==> config.mk <==
export PLATFORM = sky130hd
export DESIGN_NAME = string_led_sequencer
export DESIGN_NICKNAME = d
export VERILOG_FILES = /design/src/rtl/string_led_pkg.sv /design/src/rtl/string_led_bit_encoder.sv /design/src/rtl/string_led_sequencer.sv
export SDC_FILE = /design/constraint.sdc
export NUM_CORES = 1
export LEC_CHECK = 0
export CAP_MARGIN = 10
export CORE_AREA = 2 2 144 146
export DETAILED_ROUTE_END_ITERATION = 16
export DIE_AREA = 0 0 146 148
export DONT_BUFFER_PORTS = 1
export PLACE_DENSITY_LB_ADDON = 0.08
export SKIP_LAST_GASP = 1
export SYNTH_ARGS = -nofsm -noshare
export SYNTH_HDL_FRONTEND = slang
export SYNTH_SLANG_ARGS = --single-unit
==> constraint.sdc <==
create_clock -name clk -period 2.1 [get_ports clk]
set_clock_uncertainty 0.05 [all_clocks]
set_input_delay 0.525 -clock clk [delete_from_list [all_inputs] [get_ports clk]]
set_output_delay 0.525 -clock clk [all_outputs]
set_load 0.02 [all_outputs]
==> src/rtl/string_led_pkg.sv <==
// string_led_pkg
// Shared constants for the string-LED sequencer and its bit encoder:
//   - FSM state encodings (ST_IDLE, ST_FETCH, ST_WAIT, ST_SEND)
//   - phase encoding within one LED bit (PH_HIGH, PH_DATA, PH_LOW)
//   - BITS_PER_BYTE
package string_led_pkg;

  localparam logic [1:0] ST_IDLE  = 2'd0;
  localparam logic [1:0] ST_FETCH = 2'd1;
  localparam logic [1:0] ST_WAIT  = 2'd2;
  localparam logic [1:0] ST_SEND  = 2'd3;

  typedef enum logic [1:0] {
    PH_HIGH = 2'd0,
    PH_DATA = 2'd1,
    PH_LOW  = 2'd2
  } phase_t;

  localparam int BITS_PER_BYTE = 8;

endpackage

==> src/rtl/string_led_bit_encoder.sv <==
// string_led_bit_encoder
// Serialises one byte MSB-first as WS2812-style symbols. Each bit is three
// phases of phase_len clocks: HIGH (raw 1), DATA (raw = bit), LOW (raw 0).
// Ports:
//   clk, rst       clock, synchronous active-high reset
//   clear          abort: drop the byte in flight, raw goes 0 next cycle
//   load           one-cycle pulse, captures data and starts the byte
//   data           byte to send
//   phase_len      phase length in clocks (>= 1)
//   raw            un-inverted serial level
//   byte_done      high during the final clock of the last phase of bit 0
module string_led_bit_encoder
  import string_led_pkg::*;
#(
  parameter int PSIZE = 32
) (
  input  logic             clk,
  input  logic             rst,
  input  logic             clear,
  input  logic             load,
  input  logic [7:0]       data,
  input  logic [PSIZE:0]   phase_len,
  output logic             raw,
  output logic             byte_done
);

  logic           active;
  logic [7:0]     shift;
  logic [2:0]     bit_idx;
  phase_t         phase;
  logic [PSIZE:0] cnt;
  logic           phase_end;

  // phase_len is one bit wider than the prescaler, so the all-ones prescaler
  // still yields a correct 2^PSIZE-cycle phase without wrapping.
  assign phase_end = (cnt == phase_len - {{PSIZE{1'b0}}, 1'b1});
  assign byte_done = active && phase_end && (phase == PH_LOW) && (bit_idx == 3'd0);
  // shift[7] is always the bit currently being encoded.
  assign raw = active && ((phase == PH_HIGH) || ((phase == PH_DATA) && shift[7]));

  always_ff @(posedge clk) begin
    if (rst || clear) begin
      active  <= 1'b0;
      shift   <= 8'd0;
      bit_idx <= 3'd0;
      phase   <= PH_HIGH;
      cnt     <= '0;
    end else if (load) begin
      active  <= 1'b1;
      shift   <= data;
      bit_idx <= 3'(BITS_PER_BYTE - 1);
      phase   <= PH_HIGH;
      cnt     <= '0;
    end else if (active) begin
      if (phase_end) begin
        cnt <= '0;
        case (phase)
          PH_HIGH: phase <= PH_DATA;
          PH_DATA: phase <= PH_LOW;
          default: begin
            phase <= PH_HIGH;
            shift <= {shift[6:0], 1'b0};
            if (bit_idx == 3'd0) active <= 1'b0;
            else                 bit_idx <= bit_idx - 3'd1;
          end
        endcase
      end else begin
        cnt <= cnt + {{PSIZE{1'b0}}, 1'b1};
      end
    end
  end

endmodule

==> src/rtl/string_led_sequencer.sv <==
// string_led_sequencer
// Walks SRAM words w_first..w_last (inclusive, wrapping through address 0 if
// w_last < w_first) w_count times, sending each byte on led_out.
// SRAM port protocol: one-cycle cs_n=0 with addr valid; rdata is valid on the
// following cycle. No back-pressure, one read per byte.
// Ports:
//   clk, rst            clock, synchronous active-high reset
//   controller_en       low aborts to IDLE (no done)
//   prescaler           phase length minus 1
//   polarity            1 inverts led_out (combinational)
//   w_count             iterations (0 means start is ignored)
//   w_first, w_last     address window
//   start               start strobe, honoured only in IDLE
//   progress            high while a sequence runs
//   done                one-cycle pulse on normal completion
//   cs_n, addr, rdata   SRAM read port 1
//   led_out             serial LED stream
//   state               FSM state, for observation
module string_led_sequencer
  import string_led_pkg::*;
#(
  parameter int ASIZE = 32,
  parameter int PSIZE = 32
) (
  input  logic             clk,
  input  logic             rst,
  input  logic             controller_en,
  input  logic [PSIZE-1:0] prescaler,
  input  logic             polarity,
  input  logic [3:0]       w_count,
  input  logic [ASIZE-1:0] w_first,
  input  logic [ASIZE-1:0] w_last,
  input  logic             start,
  output logic             progress,
  output logic             done,
  output logic             cs_n,
  output logic [ASIZE-1:0] addr,
  input  logic [7:0]       rdata,
  output logic             led_out,
  output logic [1:0]       state
);

  logic [ASIZE-1:0] cur_addr;
  logic [ASIZE-1:0] first_q;
  logic [ASIZE-1:0] last_q;
  logic [PSIZE-1:0] pre_q;
  logic [3:0]       iter;
  logic [PSIZE:0]   phase_len;
  logic             raw;
  logic             byte_done;

  assign phase_len = {1'b0, pre_q} + {{PSIZE{1'b0}}, 1'b1};
  assign progress  = (state != ST_IDLE);
  assign cs_n      = (state != ST_FETCH);
  assign addr      = cur_addr;
  assign led_out   = raw ^ polarity;

  string_led_bit_encoder #(.PSIZE(PSIZE)) u_enc (
    .clk       (clk),
    .rst       (rst),
    .clear     (!controller_en),
    .load      (state == ST_WAIT),
    .data      (rdata),
    .phase_len (phase_len),
    .raw       (raw),
    .byte_done (byte_done)
  );

  always_ff @(posedge clk) begin
    if (rst) begin
      state    <= ST_IDLE;
      done     <= 1'b0;
      cur_addr <= '0;
      first_q  <= '0;
      last_q   <= '0;
      pre_q    <= '0;
      iter     <= 4'd0;
    end else begin
      done <= 1'b0;
      if (!controller_en) begin
        state <= ST_IDLE;
      end else begin
        case (state)
          ST_IDLE: begin
            // Snapshot the configuration so register writes during a run
            // cannot disturb it.
            if (start && (w_count != 4'd0)) begin
              state    <= ST_FETCH;
              cur_addr <= w_first;
              first_q  <= w_first;
              last_q   <= w_last;
              pre_q    <= prescaler;
              iter     <= w_count;
            end
          end
          ST_FETCH: state <= ST_WAIT;
          ST_WAIT:  state <= ST_SEND;
          default: begin
            if (byte_done) begin
              if (cur_addr != last_q) begin
                cur_addr <= cur_addr + {{(ASIZE-1){1'b0}}, 1'b1};
                state    <= ST_FETCH;
              end else if (iter > 4'd1) begin
                iter     <= iter - 4'd1;
                cur_addr <= first_q;
                state    <= ST_FETCH;
              end else begin
                state <= ST_IDLE;
                done  <= 1'b1;
              end
            end
          end
        endcase
      end
    end
  end

endmodule
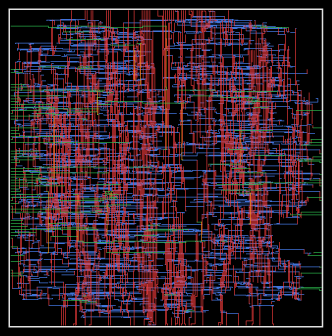
Run 1: signal wires by layer
Key: red = met2 [wire length 13900 um]; blue = met1 [wire length 11900 um]; green = met3 [wire length 1710 um]; orange = met4 [wire length 260 um]
overall routed net length: 27.8 mm
total global routing track utilization: 0.247

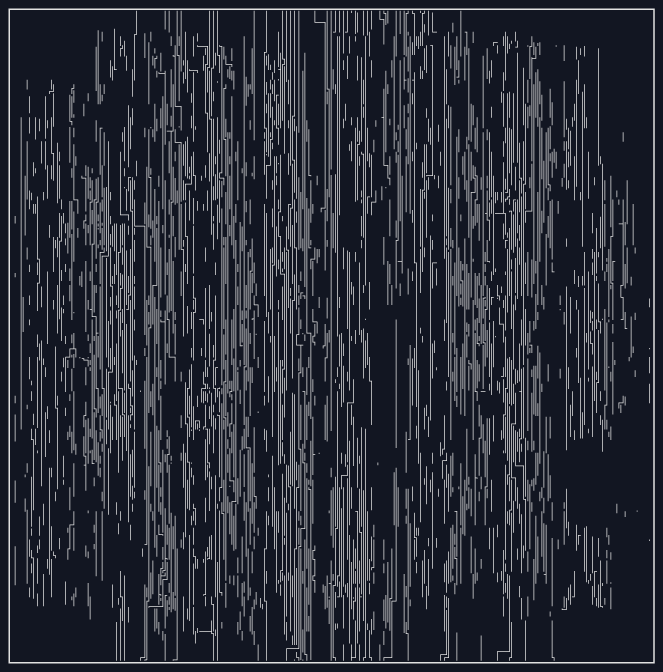
Run 1: the metal 2 layer
The wires run mostly vertical. 1085 nets have wire on it. The layer holds 50% of the routed length. The layer carries 13900 um of wire. The longest straight run is 74.5 um.
GR met2 Demand/Resource: 0.419
count of vias placed by the detailed router: 8095

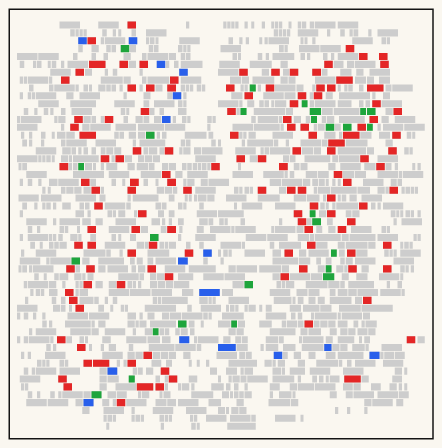
Run 1: logic cells by family
Key: blue = AND-OR and OR-AND gates [cells 16, most used a211o_1]; red = XOR/XNOR gates [cells 128, most used xnor2_1, where all over the die]; green = AND and OR gates [cells 26, most used and3_1]
most common cell after layout, fill and taps aside: sky130_fd_sc_hd__nand2_1
share of cell area taken by multi-input logic gates: 0.468
post-layout instance count excluding filler cells: 1510

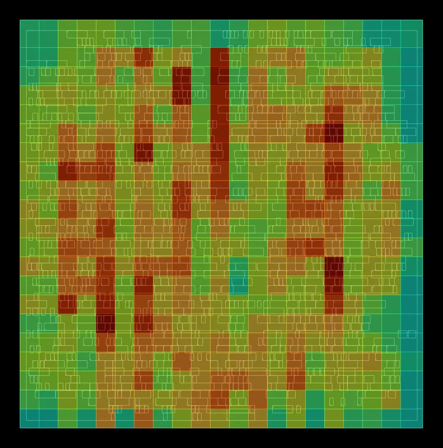
Run 1: track usage over the die
met1 usage in global routing: 0.314
GRT Max-Usage Layer: met2
Post-Route Utilization: 0.581

==> impl_metrics.xml, run 1 <==
<?xml version="1.0" encoding="UTF-8"?>
<metrics>
  <group name="clocking">
    <metric name="clk-insertion-delay-late" unit="ps">440</metric>
    <metric name="cts.htree.levels" unit="">4</metric>
    <metric name="hold_bufs_inserted_after_cts" unit="">0</metric>
    <metric name="max-clock-path-buffers" unit="">2</metric>
    <metric name="tritoncts" unit="">done</metric>
    <metric name="postCtsResizedCells" unit="">37</metric>
  </group>
  <group name="worst_setup_path">
    <metric name="crit_type" unit="">flip-flop to flip-flop</metric>
    <metric name="critical_path_data_arrival_time" unit="ps">2600</metric>
    <metric name="critical_path_buf_inv_count" unit="">2</metric>
    <metric name="crit_end_element" unit="">flip-flop</metric>
    <metric name="cp_max_fo" unit="">8</metric>
    <metric name="timing.critical_path.slowest_cell_delay" unit="ps">340</metric>
    <metric name="critical_path_s_slowest_cell" unit="">sky130_fd_sc_hd__nor4_2</metric>
  </group>
  <group name="layout">
    <metric name="layout-area-overhead-vs-synth" unit="%">30.8</metric>
    <metric name="non_clock_buffer_area_share" unit="">0.125</metric>
    <metric name="clkCellAreaFrac" unit="">0.0574</metric>
    <metric name="nMultiInputCombCells" unit="">848</metric>
    <metric name="most-common-layout-cells" unit="">sky130_fd_sc_hd__nand2_1, sky130_fd_sc_hd__dfxtp_1, sky130_fd_sc_hd__a21oi_1</metric>
  </group>
  <group name="global_route">
    <metric name="global_route_wire_length_before_repair" unit="mm">42.1</metric>
    <metric name="grt.overflow.total" unit="">0</metric>
  </group>
  <group name="job">
    <metric name="max-cap-violations" unit="">0</metric>
  </group>
  <group name="logic_synthesis">
    <metric name="synth_cells" unit="">1122</metric>
    <metric name="ys.warnings.count" unit="">0</metric>
    <metric name="synth_area_leaders" unit="">sky130_fd_sc_hd__dfxtp_1, sky130_fd_sc_hd__nand2_1, sky130_fd_sc_hd__a21oi_1, sky130_fd_sc_hd__xnor2_1, sky130_fd_sc_hd__xor2_1</metric>
    <metric name="yosys-stat-area" unit="mm^2">0.00890</metric>
    <metric name="yosysUniqueCellTypes" unit="">53</metric>
    <metric name="post_synthesis_register_bit_count" unit="">182</metric>
    <metric name="number_of_enable_flip_flop_cells" unit="">0</metric>
  </group>
  <group name="hold_path">
    <metric name="min_path_cells" unit="">1</metric>
    <metric name="whs_endpoint" unit="">iter[0]</metric>
    <metric name="holdCritStartpoint" unit="">rst</metric>
    <metric name="min_path_type" unit="">input port to flip-flop</metric>
  </group>
  <group name="placement">
    <metric name="placed_cells_incl_taps" unit="">1460</metric>
    <metric name="io_buffers" unit="">0</metric>
  </group>
  <group name="drt">
    <metric name="dr_wl_met2" unit="mm">13.9</metric>
    <metric name="detail_route.drc_violations" unit="">0</metric>
    <metric name="routed_via_density" unit="">5.36</metric>
    <metric name="detail-route-antenna-nets" unit="">0</metric>
    <metric name="drtIter0Drc" unit="">509</metric>
    <metric name="drt_pass_1_iters" unit="">5</metric>
  </group>
  <group name="sta">
    <metric name="timing_max_transition_violations_final" unit="">0</metric>
    <metric name="post-route-min-period" unit="ps">2320</metric>
    <metric name="finalSetupViolCount" unit="">83</metric>
    <metric name="worst_pin_slew" unit="ps">613</metric>
    <metric name="setup_ws" unit="ps">-217</metric>
  </group>
  <group name="floorplanning">
    <metric name="tap-cell-count" unit="">270</metric>
    <metric name="chip_area" unit="mm^2">0.0216</metric>
    <metric name="initial_core_util" unit="">0.444</metric>
  </group>
  <group name="status">
    <metric name="violations_in_the_final_reports" unit="">negative setup slack</metric>
    <metric name="run_status" unit="">complete, but fails checks</metric>
  </group>
  <group name="pwr">
    <metric name="power.combinational.fraction" unit="">0.157</metric>
    <metric name="sequentialPowerShare" unit="">0.424</metric>
  </group>
</metrics>
## run 1: power by group through the flow
stage	sequential (W)	clock (W)	combinational [W]
floorplan	0.00386	0	0.000709
finish	0.00373	0.00368	0.00138
global route	0.00374	0.00386	0.00149
detailed placement	0.00380	0	0.00120
CTS	0.00372	0.00373	0.00128
global placement	0.00380	0	0.00119
## run 1: cells by family (layout without fill, tap and decap cells)
group,after synthesis,in the layout,synth area share
xor gates and xnor gates,128,128,0.126
DFF,182,182,0.410
muxes,13,13,0.0148
AOI/OAI and AO/OA,242,242,0.161
and+or+nand+nor,454,454,0.229
buffers and inverters,92,210,0.0442
adders and majority gates,11,11,0.0155
Run 1, cell density map:
The die is cut into 15 by 15 equal tiles; white is low, dark blue is high, 0 to 100% covered.
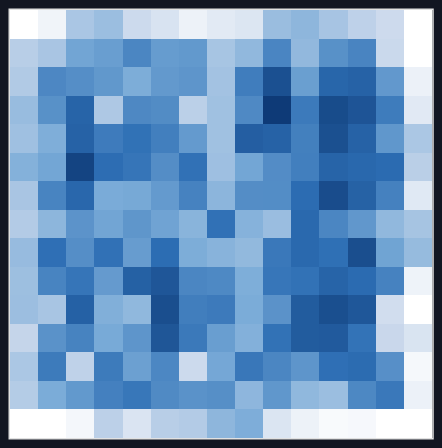

--- run 2 (diff from run 1) ---
Settings changed: GPL_TIMING_DRIVEN set to 0.
Clock period 2.1 ns to 2.9 ns, I/O delays scaled along.
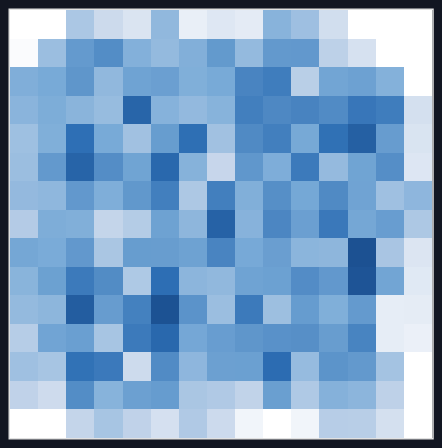
Run 2: cell density map
The die is cut into 15 by 15 equal tiles; white is low, dark blue is high, 0 to 100% covered.
The densest ninth of the die: center. 5.3% of the tiles are over 75% full. The mean over all tiles is 45%.
Post-Route Utilization: 0.500
FP Util: 0.444
total core area: 0.0200 mm^2

==> impl_metrics.xml, run 2 <==
<?xml version="1.0" encoding="UTF-8"?>
<metrics>
  <group name="status">
    <metric name="run_status" unit="">finished, final reports clean</metric>
  </group>
  <group name="layout">
    <metric name="layout-area-overhead-vs-synth" unit="%">12.5</metric>
    <metric name="most-common-layout-cells" unit="">sky130_fd_sc_hd__nand2_1, sky130_fd_sc_hd__dfxtp_1, sky130_fd_sc_hd__a21oi_1</metric>
    <metric name="most_common_cell_after_layout_fill_and_taps_aside" unit="">sky130_fd_sc_hd__nand2_1</metric>
  </group>
  <group name="global_route">
    <metric name="global_route.usage.total" unit="">0.249</metric>
    <metric name="grt.overflow.total" unit="">0</metric>
    <metric name="global_route_wire_length_before_repair" unit="mm">41.9</metric>
    <metric name="use_met1" unit="">0.318</metric>
  </group>
  <group name="worst_setup_path">
    <metric name="critical_path_buf_inv_count" unit="">3</metric>
    <metric name="crit_type" unit="">flip-flop to flip-flop</metric>
    <metric name="cp_max_fo" unit="">10</metric>
    <metric name="timing.critical_path.slowest_cell_delay" unit="ps">460</metric>
    <metric name="crit_end_element" unit="">flip-flop</metric>
    <metric name="critical_path_s_slowest_cell" unit="">sky130_fd_sc_hd__nor4_4</metric>
    <metric name="critical_path_data_arrival_time" unit="ps">3080</metric>
  </group>
  <group name="hold_path">
    <metric name="min_path_cells" unit="">2</metric>
    <metric name="holdCritStartpoint" unit="">w_first[9]</metric>
    <metric name="min_path_type" unit="">input port to flip-flop</metric>
    <metric name="whs_endpoint" unit="">first_q[9]</metric>
  </group>
  <group name="sta">
    <metric name="finalSetupViolCount" unit="">0</metric>
    <metric name="post-route-min-period" unit="ps">2800</metric>
  </group>
  <group name="clocking">
    <metric name="postCtsResizedCells" unit="">23</metric>
    <metric name="cts.htree.levels" unit="">4</metric>
    <metric name="tritoncts" unit="">done</metric>
    <metric name="max-clock-path-buffers" unit="">2</metric>
  </group>
  <group name="drt">
    <metric name="drt_pass_1_iters" unit="">6</metric>
    <metric name="routed_via_density" unit="">5.46</metric>
    <metric name="drtIter0Drc" unit="">440</metric>
    <metric name="detail-route-antenna-nets" unit="">0</metric>
    <metric name="dr_wl_met2" unit="mm">12.7</metric>
  </group>
  <group name="logic_synthesis">
    <metric name="yosysUniqueCellTypes" unit="">53</metric>
    <metric name="yosys-stat-area" unit="mm^2">0.00890</metric>
    <metric name="post_synthesis_register_bit_count" unit="">182</metric>
    <metric name="synth_area_leaders" unit="">sky130_fd_sc_hd__dfxtp_1, sky130_fd_sc_hd__nand2_1, sky130_fd_sc_hd__a21oi_1, sky130_fd_sc_hd__xnor2_1, sky130_fd_sc_hd__xor2_1</metric>
  </group>
  <group name="pwr">
    <metric name="power.sequential.total" unit="W">0.00279</metric>
    <metric name="power.combinational.fraction" unit="">0.118</metric>
    <metric name="power_leader" unit="">registers</metric>
    <metric name="powerComb" unit="W">0.000710</metric>
  </group>
  <group name="job">
    <metric name="max-cap-violations" unit="">0</metric>
  </group>
  <group name="placement">
    <metric name="placed_cells_incl_taps" unit="">1392</metric>
  </group>
  <group name="floorplanning">
    <metric name="chip_area" unit="mm^2">0.0216</metric>
  </group>
</metrics>
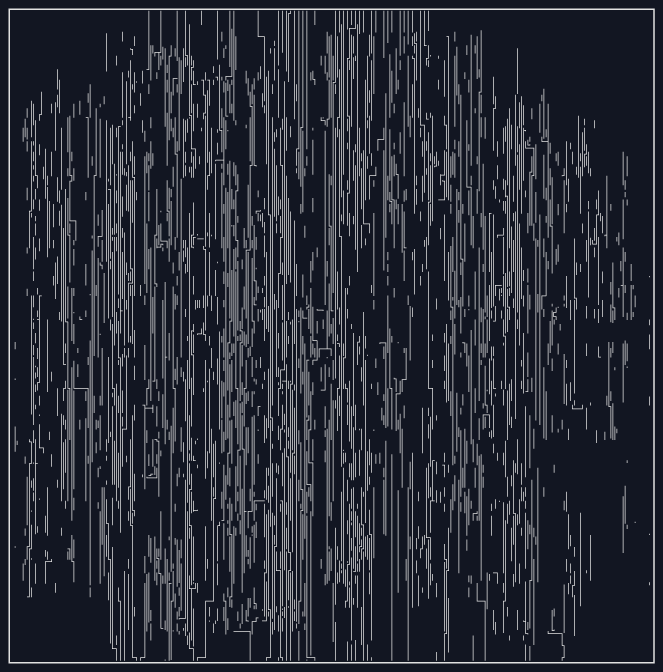
Run 2: the metal 2 layer
1005 nets have wire on it. The layer carries 12700 um of wire. The longest straight run is 70.9 um. The wires run mostly vertical.
overall routed net length: 26.9 mm
count of vias placed by the detailed router: 7820
GR met2 Demand/Resource: 0.415

-- run 2: cell counts after synthesis --
Identical to the previous run, type by type.
-- run 2: kinds of logic after synthesis --
logic type | after synthesis | share of synthesized area
and+or+nand+nor | 454 | 0.229
xor gates and xnor gates | 128 | 0.126
muxes | 13 | 0.0148
AOI/OAI and AO/OA | 242 | 0.161
buffers and inverters | 92 | 0.0442
adders and majority gates | 11 | 0.0155
DFF | 182 | 0.410
-- run 2: final cells by class --
type / instances / area [um^2]
clock buffers: 18 / 439
flip-flops and latches: 182 / 3650
repair buffers: 9 / 67.6
well taps: 270 / 338
inverters: 17 / 63.8
clock inverters: 14 / 190
plain buffers: 74 / 349
multi-input cells: 848 / 4910
fillers: 2087 / 10000
Power figures rest on the tool's default switching activity, not on a simulated workload.
